### Track usage over the die, run 1

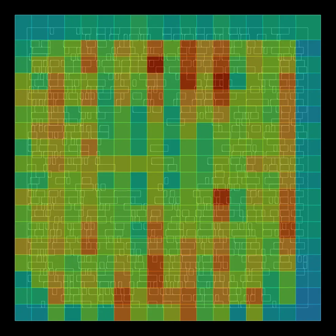
### Signal wires on met3, run 1

Drawn at 2 px/µm. Cells faint in the background.
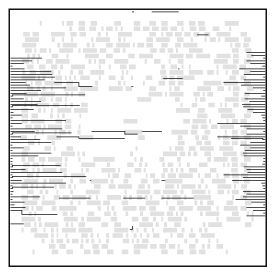
### Where the registers sit, run 1

Drawn at 2 px/µm.
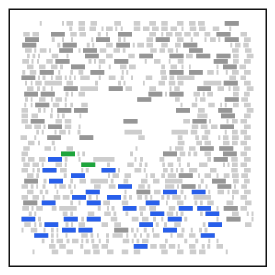
**config.mk**
```make
export PLATFORM = sky130hd
export DESIGN_NAME = tl_memory_controller_master_flat
export DESIGN_NICKNAME = d
export VERILOG_FILES = /design/src/rtl/tl_memory_controller_master_if.sv /design/src/rtl/tl_memory_controller_master.sv /design/src/flat_wrapper.sv
export SDC_FILE = /design/constraint.sdc
export NUM_CORES = 1
export LEC_CHECK = 0
export CAP_MARGIN = 20
export CELL_PAD_IN_SITES_DETAIL_PLACEMENT = 1
export CELL_PAD_IN_SITES_GLOBAL_PLACEMENT = 1
export CORE_MARGIN = 5
export CORE_UTILIZATION = 28
export DETAILED_ROUTE_END_ITERATION = 6
export GPL_ROUTABILITY_DRIVEN = 0
export PLACE_DENSITY_LB_ADDON = 0.25
export SETUP_SLACK_MARGIN = 0.4
export SKIP_LAST_GASP = 1
export SYNTH_ARGS = -nofsm -noshare
export SYNTH_HDL_FRONTEND = slang
export SYNTH_SLANG_ARGS = --single-unit
```
**constraint.sdc**
```tcl
create_clock -name clk_i -period 3.8 [get_ports clk_i]
set_input_delay 0.57 -clock clk_i [delete_from_list [all_inputs] [get_ports clk_i]]
set_output_delay 0.57 -clock clk_i [all_outputs]
set_load 0.05 [all_outputs]
```
**src/rtl/tl_memory_controller_master_if.sv**
```systemverilog
// ============================================================================
// Module   : tl_memory_controller_master_if
// Brief    : TileLink-UL channel A / channel D bundle between master and slave.
// Revision : 1.0 - initial release
// ============================================================================
`default_nettype none

interface tl_memory_controller_master_if;
    logic [2:0]  a_opcode;
    logic [2:0]  a_param;
    logic [1:0]  a_size;
    logic [3:0]  a_source;
    logic [31:0] a_address;
    logic [3:0]  a_mask;
    logic [31:0] a_data;
    logic        a_valid;
    logic        a_ready;

    logic [2:0]  d_opcode;
    logic [3:0]  d_source;
    logic [31:0] d_data;
    logic        d_error;
    logic        d_valid;
    logic        d_ready;

    modport master_ul (
        output a_opcode, a_param, a_size, a_source, a_address, a_mask, a_data, a_valid,
        input  a_ready,
        input  d_opcode, d_source, d_data, d_error, d_valid,
        output d_ready
    );

    modport slave_ul (
        input  a_opcode, a_param, a_size, a_source, a_address, a_mask, a_data, a_valid,
        output a_ready,
        output d_opcode, d_source, d_data, d_error, d_valid,
        input  d_ready
    );
endinterface

`default_nettype wire

```
**src/rtl/tl_memory_controller_master.sv**
```systemverilog
// ============================================================================
// Module   : tl_memory_controller_master
// Brief    : Single-outstanding TileLink-UL master turning load/store requests
//            into Get / PutFullData and returning the channel-D result.
// Revision : 1.0 - initial release
// ============================================================================
`default_nettype none

module tl_memory_controller_master #(
    parameter logic [3:0] SOURCE_ID = 4'd0
) (
    input  wire logic        clk_i,
    input  wire logic        reset_i,
    input  wire logic        req_valid,
    output logic             req_ready,
    input  wire logic        req_write,
    input  wire logic [31:0] req_addr,
    input  wire logic [1:0]  req_size,
    input  wire logic [31:0] req_wr_data,
    output logic             resp_valid,
    output logic [31:0]      resp_rd_data,
    output logic             resp_error,
    tl_memory_controller_master_if.master_ul tilelink
);

    localparam logic [1:0] c_SIZE_BYTE   = 2'd0;
    localparam logic [1:0] c_SIZE_HALF   = 2'd1;
    localparam logic [1:0] c_SIZE_WORD   = 2'd2;
    localparam logic [2:0] c_OP_PUT_FULL = 3'd0;
    localparam logic [2:0] c_OP_GET      = 3'd4;
    localparam logic [2:0] c_OP_ACK      = 3'd0;
    localparam logic [2:0] c_OP_ACK_DATA = 3'd1;

    typedef enum logic [1:0] {
        IDLE   = 2'd0,
        SEND_A = 2'd1,
        WAIT_D = 2'd2,
        RESP   = 2'd3
    } state_t;

    state_t      state_q, state_d;
    logic        write_q, write_d;
    logic [31:0] addr_q,  addr_d;
    logic [1:0]  size_q,  size_d;
    logic [31:0] data_q,  data_d;
    logic [31:0] rd_q,    rd_d;
    logic        err_q,   err_d;

    logic        w_misaligned;
    logic        w_d_bad;

    // The reserved size encoding is rejected like a misaligned access.
    always_comb begin
        w_misaligned = 1'b0;
        case (req_size)
            c_SIZE_BYTE: w_misaligned = 1'b0;
            c_SIZE_HALF: w_misaligned = req_addr[0];
            c_SIZE_WORD: w_misaligned = |req_addr[1:0];
            default:     w_misaligned = 1'b1;
        endcase
    end

    assign w_d_bad = tilelink.d_error
                   | (tilelink.d_source != SOURCE_ID)
                   | (tilelink.d_opcode != (write_q ? c_OP_ACK : c_OP_ACK_DATA));

    always_ff @(posedge clk_i) begin
        if (!reset_i) begin
            state_q <= IDLE;
            write_q <= 1'b0;
            addr_q  <= '0;
            size_q  <= '0;
            data_q  <= '0;
            rd_q    <= '0;
            err_q   <= 1'b0;
        end else begin
            state_q <= state_d;
            write_q <= write_d;
            addr_q  <= addr_d;
            size_q  <= size_d;
            data_q  <= data_d;
            rd_q    <= rd_d;
            err_q   <= err_d;
        end
    end

    always_comb begin
        state_d = state_q;
        write_d = write_q;
        addr_d  = addr_q;
        size_d  = size_q;
        data_d  = data_q;
        rd_d    = rd_q;
        err_d   = err_q;
        case (state_q)
            IDLE: begin
                if (req_valid) begin
                    write_d = req_write;
                    addr_d  = req_addr;
                    size_d  = req_size;
                    data_d  = req_write ? req_wr_data : 32'd0;
                    rd_d    = 32'd0;
                    err_d   = w_misaligned;
                    state_d = w_misaligned ? RESP : SEND_A;
                end
            end
            SEND_A: begin
                if (tilelink.a_ready) state_d = WAIT_D;
            end
            WAIT_D: begin
                if (tilelink.d_valid) begin
                    err_d   = w_d_bad;
                    rd_d    = (!write_q && !w_d_bad) ? tilelink.d_data : 32'd0;
                    state_d = RESP;
                end
            end
            RESP: begin
                state_d = IDLE;
            end
            default: begin
                state_d = IDLE;
            end
        endcase
    end

    // Every outward signal is a register or a pure decode of the state.
    always_comb begin
        tilelink.a_mask = 4'b1111;
        case (size_q)
            c_SIZE_BYTE: tilelink.a_mask = 4'b0001;
            c_SIZE_HALF: tilelink.a_mask = 4'b0011;
            default:     tilelink.a_mask = 4'b1111;
        endcase
    end

    assign req_ready          = reset_i && (state_q == IDLE);
    assign tilelink.a_valid   = (state_q == SEND_A);
    assign tilelink.a_opcode  = write_q ? c_OP_PUT_FULL : c_OP_GET;
    assign tilelink.a_param   = 3'd0;
    assign tilelink.a_size    = size_q;
    assign tilelink.a_source  = SOURCE_ID;
    assign tilelink.a_address = addr_q;
    assign tilelink.a_data    = data_q;
    assign tilelink.d_ready   = (state_q == WAIT_D);
    assign resp_valid         = (state_q == RESP);
    assign resp_rd_data       = rd_q;
    assign resp_error         = err_q;

endmodule

`default_nettype wire

```
**src/flat_wrapper.sv**
```systemverilog
// flat-port wrapper written by rule: the top's interface ports become plain ports
module tl_memory_controller_master_flat 
#(
    parameter logic [3:0] SOURCE_ID = 4'd0
)
  (clk_i, reset_i, req_valid, req_ready, req_write, req_addr, req_size, req_wr_data, resp_valid, resp_rd_data, resp_error, tilelink_a_opcode, tilelink_a_param, tilelink_a_size, tilelink_a_source, tilelink_a_address, tilelink_a_mask, tilelink_a_data, tilelink_a_valid, tilelink_a_ready, tilelink_d_opcode, tilelink_d_source, tilelink_d_data, tilelink_d_error, tilelink_d_valid, tilelink_d_ready);
  tl_memory_controller_master_if tilelink_i ();
  input  wire logic clk_i;
  input  wire logic reset_i;
  input  wire logic req_valid;
  output logic req_ready;
  input  wire logic req_write;
  input  wire logic [31:0] req_addr;
  input  wire logic [1:0] req_size;
  input  wire logic [31:0] req_wr_data;
  output logic resp_valid;
  output logic [31:0] resp_rd_data;
  output logic resp_error;
  output wire logic [$bits(tilelink_i.a_opcode)-1:0] tilelink_a_opcode;
  output wire logic [$bits(tilelink_i.a_param)-1:0] tilelink_a_param;
  output wire logic [$bits(tilelink_i.a_size)-1:0] tilelink_a_size;
  output wire logic [$bits(tilelink_i.a_source)-1:0] tilelink_a_source;
  output wire logic [$bits(tilelink_i.a_address)-1:0] tilelink_a_address;
  output wire logic [$bits(tilelink_i.a_mask)-1:0] tilelink_a_mask;
  output wire logic [$bits(tilelink_i.a_data)-1:0] tilelink_a_data;
  output wire logic [$bits(tilelink_i.a_valid)-1:0] tilelink_a_valid;
  input wire logic [$bits(tilelink_i.a_ready)-1:0] tilelink_a_ready;
  input wire logic [$bits(tilelink_i.d_opcode)-1:0] tilelink_d_opcode;
  input wire logic [$bits(tilelink_i.d_source)-1:0] tilelink_d_source;
  input wire logic [$bits(tilelink_i.d_data)-1:0] tilelink_d_data;
  input wire logic [$bits(tilelink_i.d_error)-1:0] tilelink_d_error;
  input wire logic [$bits(tilelink_i.d_valid)-1:0] tilelink_d_valid;
  output wire logic [$bits(tilelink_i.d_ready)-1:0] tilelink_d_ready;
  assign tilelink_a_opcode = tilelink_i.a_opcode;
  assign tilelink_a_param = tilelink_i.a_param;
  assign tilelink_a_size = tilelink_i.a_size;
  assign tilelink_a_source = tilelink_i.a_source;
  assign tilelink_a_address = tilelink_i.a_address;
  assign tilelink_a_mask = tilelink_i.a_mask;
  assign tilelink_a_data = tilelink_i.a_data;
  assign tilelink_a_valid = tilelink_i.a_valid;
  assign tilelink_i.a_ready = tilelink_a_ready;
  assign tilelink_i.d_opcode = tilelink_d_opcode;
  assign tilelink_i.d_source = tilelink_d_source;
  assign tilelink_i.d_data = tilelink_d_data;
  assign tilelink_i.d_error = tilelink_d_error;
  assign tilelink_i.d_valid = tilelink_d_valid;
  assign tilelink_d_ready = tilelink_i.d_ready;
  tl_memory_controller_master #(.SOURCE_ID(SOURCE_ID)) u_core (.clk_i(clk_i), .reset_i(reset_i), .req_valid(req_valid), .req_ready(req_ready), .req_write(req_write), .req_addr(req_addr), .req_size(req_size), .req_wr_data(req_wr_data), .resp_valid(resp_valid), .resp_rd_data(resp_rd_data), .resp_error(resp_error), .tilelink(tilelink_i));
endmodule
```
==> flow_summary.toml, run 1 <==
# yosys + openroad results
[run_status]
outcome = "completed"

[worst_setup_path]
slowest_stage = "clkdlybuf4s50_1"
crit_family = "buffers and inverters"
crit_buf_inv = 2
required_ns = 3.23
crit_arrival_ns = 2.13
reg2reg_from = "u_core.state_q[0]"
critical_path.max_stage_delay_ns = 0.81

[synth]
synth.area.top_cells = "dfxtp_1 (53%), nand2_1 (10%), a21oi_1 (8.9%)"
ys_sh_xor_pct = 0.226
synthesis.yosys.warnings = 0
edf_count = 0
synthCells = 456
postSynthAreaPerCell_um2 = 8.51
synth_chip_area_mm2 = 0.00388
simple_gate_area_share_pct = 20.1

[layout]
largestClassByArea = "non-clock buffers"
clk_share_pct = 4.72
logic_gates = 305
n_all_inverters = 4
comb_share_pct = 24.3
nonClkBufAreaFrac_pct = 35.4
buffers = 228
flops = 102

[power]
power_sequential_w = 0.00125
internal-power_w = 0.00221

[clocking]
cts_resized = 0
clkLatencyLatePin_ns = 0.34
ctsHoldBuffers = 0

[sta]
period_needed_ns = 2.70
fmax_ghz = 0.370
whs_ns = 0.451
setup_slack_ns = 1.10
rsz0062_at_grt = "false"

[floorplan]
die_area_mm2 = 0.0163
die_w_um = 128

[global_route]
grt_pass1_vias = 4154
grt_max_degree = 44

[hold_path]
hp-class = "flip-flop to flip-flop"
min_to = "u_core.tilelink.a_address[3]"
min_from = "u_core.tilelink.a_address[3]"

[job]
drv_cap = 0

[detailed_routing]
met3_length_mm = 1.37
via_per_inst = 4.71
About 'Track usage over the die':
grt met3 use: 7.38%
met2 Use GR: 28.6%
GR Layer Usage met1: 19.8%
global routing's busiest layer: met2
routed len/inst: 16.9 µm

About 'Signal wires on met3':
share of all routed wire: 9.7%
main direction: horizontal
total number of vias: 3930
Post-Route WL: 14.1 mm

About 'Where the registers sit':
legend:
  blue:
    name_in_the_netlist: `u_core.tilelink.a_data`
    placed_flops: 32
    where: a band across the bottom
  green:
    name_in_the_netlist: `u_core.tilelink.a_size`
    placed_flops: 2
not colored: 68

### Routed clock nets over the placement, run 1

Drawn at 3 px/µm.
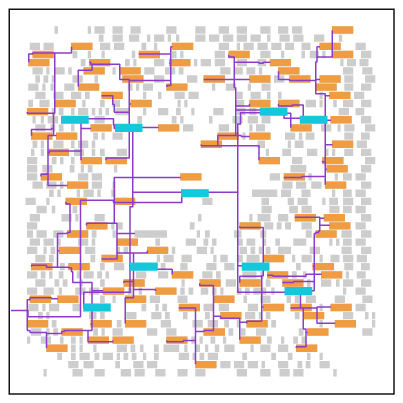

==> run 2, diff against run 1 <==
--- a/config.mk
+++ b/config.mk
@@ -9,7 +9,7 @@
 export CELL_PAD_IN_SITES_DETAIL_PLACEMENT = 1
 export CELL_PAD_IN_SITES_GLOBAL_PLACEMENT = 1
 export CORE_MARGIN = 5
-export CORE_UTILIZATION = 28
+export CORE_UTILIZATION = 26
 export DETAILED_ROUTE_END_ITERATION = 6
 export GPL_ROUTABILITY_DRIVEN = 0
 export PLACE_DENSITY_LB_ADDON = 0.25
==> constraint.sdc (replaced) <==
create_clock -name clk_i -period 2.5 [get_ports clk_i]
set_input_delay 0.375 -clock clk_i [delete_from_list [all_inputs] [get_ports clk_i]]
set_output_delay 0.375 -clock clk_i [all_outputs]
set_load 0.05 [all_outputs]
### Routed clock nets over the placement, run 2

Drawn at 3 px/µm.
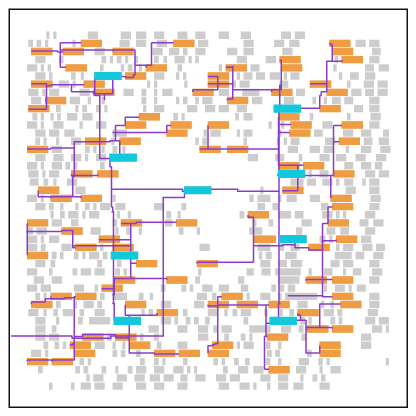
legend:
  purple:
    item: clock wires
    length: 1340 µm
  cyan:
    item: clock-net drivers
    count: 9
  orange:
    item: flip-flops
    count: 102
routed clock nets: 10
flops lie: spread over the die

==> flow_summary.toml, run 2 <==
# yosys + openroad results
[run_status]
outcome = "completed"

[detailed_routing]
met3_length_mm = 1.39
wl_met1_mm = 5.90
via_per_inst = 4.73

[synth]
simple_gate_area_share_pct = 20.1
synth.area.top_cells = "dfxtp_1 (53%), nand2_1 (10%), a21oi_1 (8.9%)"
synthesis.yosys.warnings = 0
postSynthAreaPerCell_um2 = 8.51
edf_count = 0
synth_chip_area_mm2 = 0.00388

[layout]
n_all_inverters = 4
logic_gates = 305
comb_share_pct = 24.4
largestClassByArea = "non-clock buffers"
buffers = 229
nonClkBufAreaFrac_pct = 35.7
flops = 102

[clocking]
cts_resized = 4
ctsHoldBuffers = 0
clkLatencyLatePin_ns = 0.34

[power]
internal-power_w = 0.00336
power_w = 0.00549
power_sequential_w = 0.00191

[worst_setup_path]
crit_buf_inv = 2
crit_family = "buffers and inverters"
slowest_stage = "clkdlybuf4s50_1"
reg2reg_from = "u_core.state_q[0]"
critical_path.max_stage_delay_ns = 0.82
required_ns = 2.12

[global_route]
grt_use_met3_pct = 6.95
grtUsageMet2_pct = 26.3
grt_pass1_vias = 4228
use_met1_pct = 18.7

[job]
drv_cap = 0

[hold_path]
min_to = "u_core.tilelink.a_address[30]"
hp-class = "flip-flop to flip-flop"

[sta]
fmax_ghz = 0.502
rsz0062_at_grt = "false"
setup_slack_ns = 0.510

[floorplan]
die_area_mm2 = 0.0175
### Wiring by layer, run 2

Drawn at 2 px/µm.
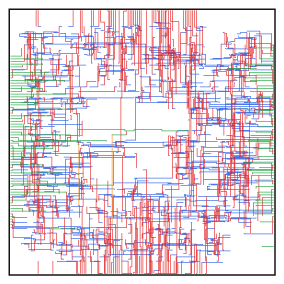
legend:
  red:
    layer: M2
    wire_length: 6860 µm
  green:
    layer: M3
    wire_length: 1390 µm
  orange:
    layer: M4
    wire_length: 163 µm
  blue:
    layer: M1
    wire_length: 5900 µm
Post-Route WL: 14.3 mm
Total GRT Usage: 15.9%
total number of vias: 3962
routed len/inst: 17.1 µm

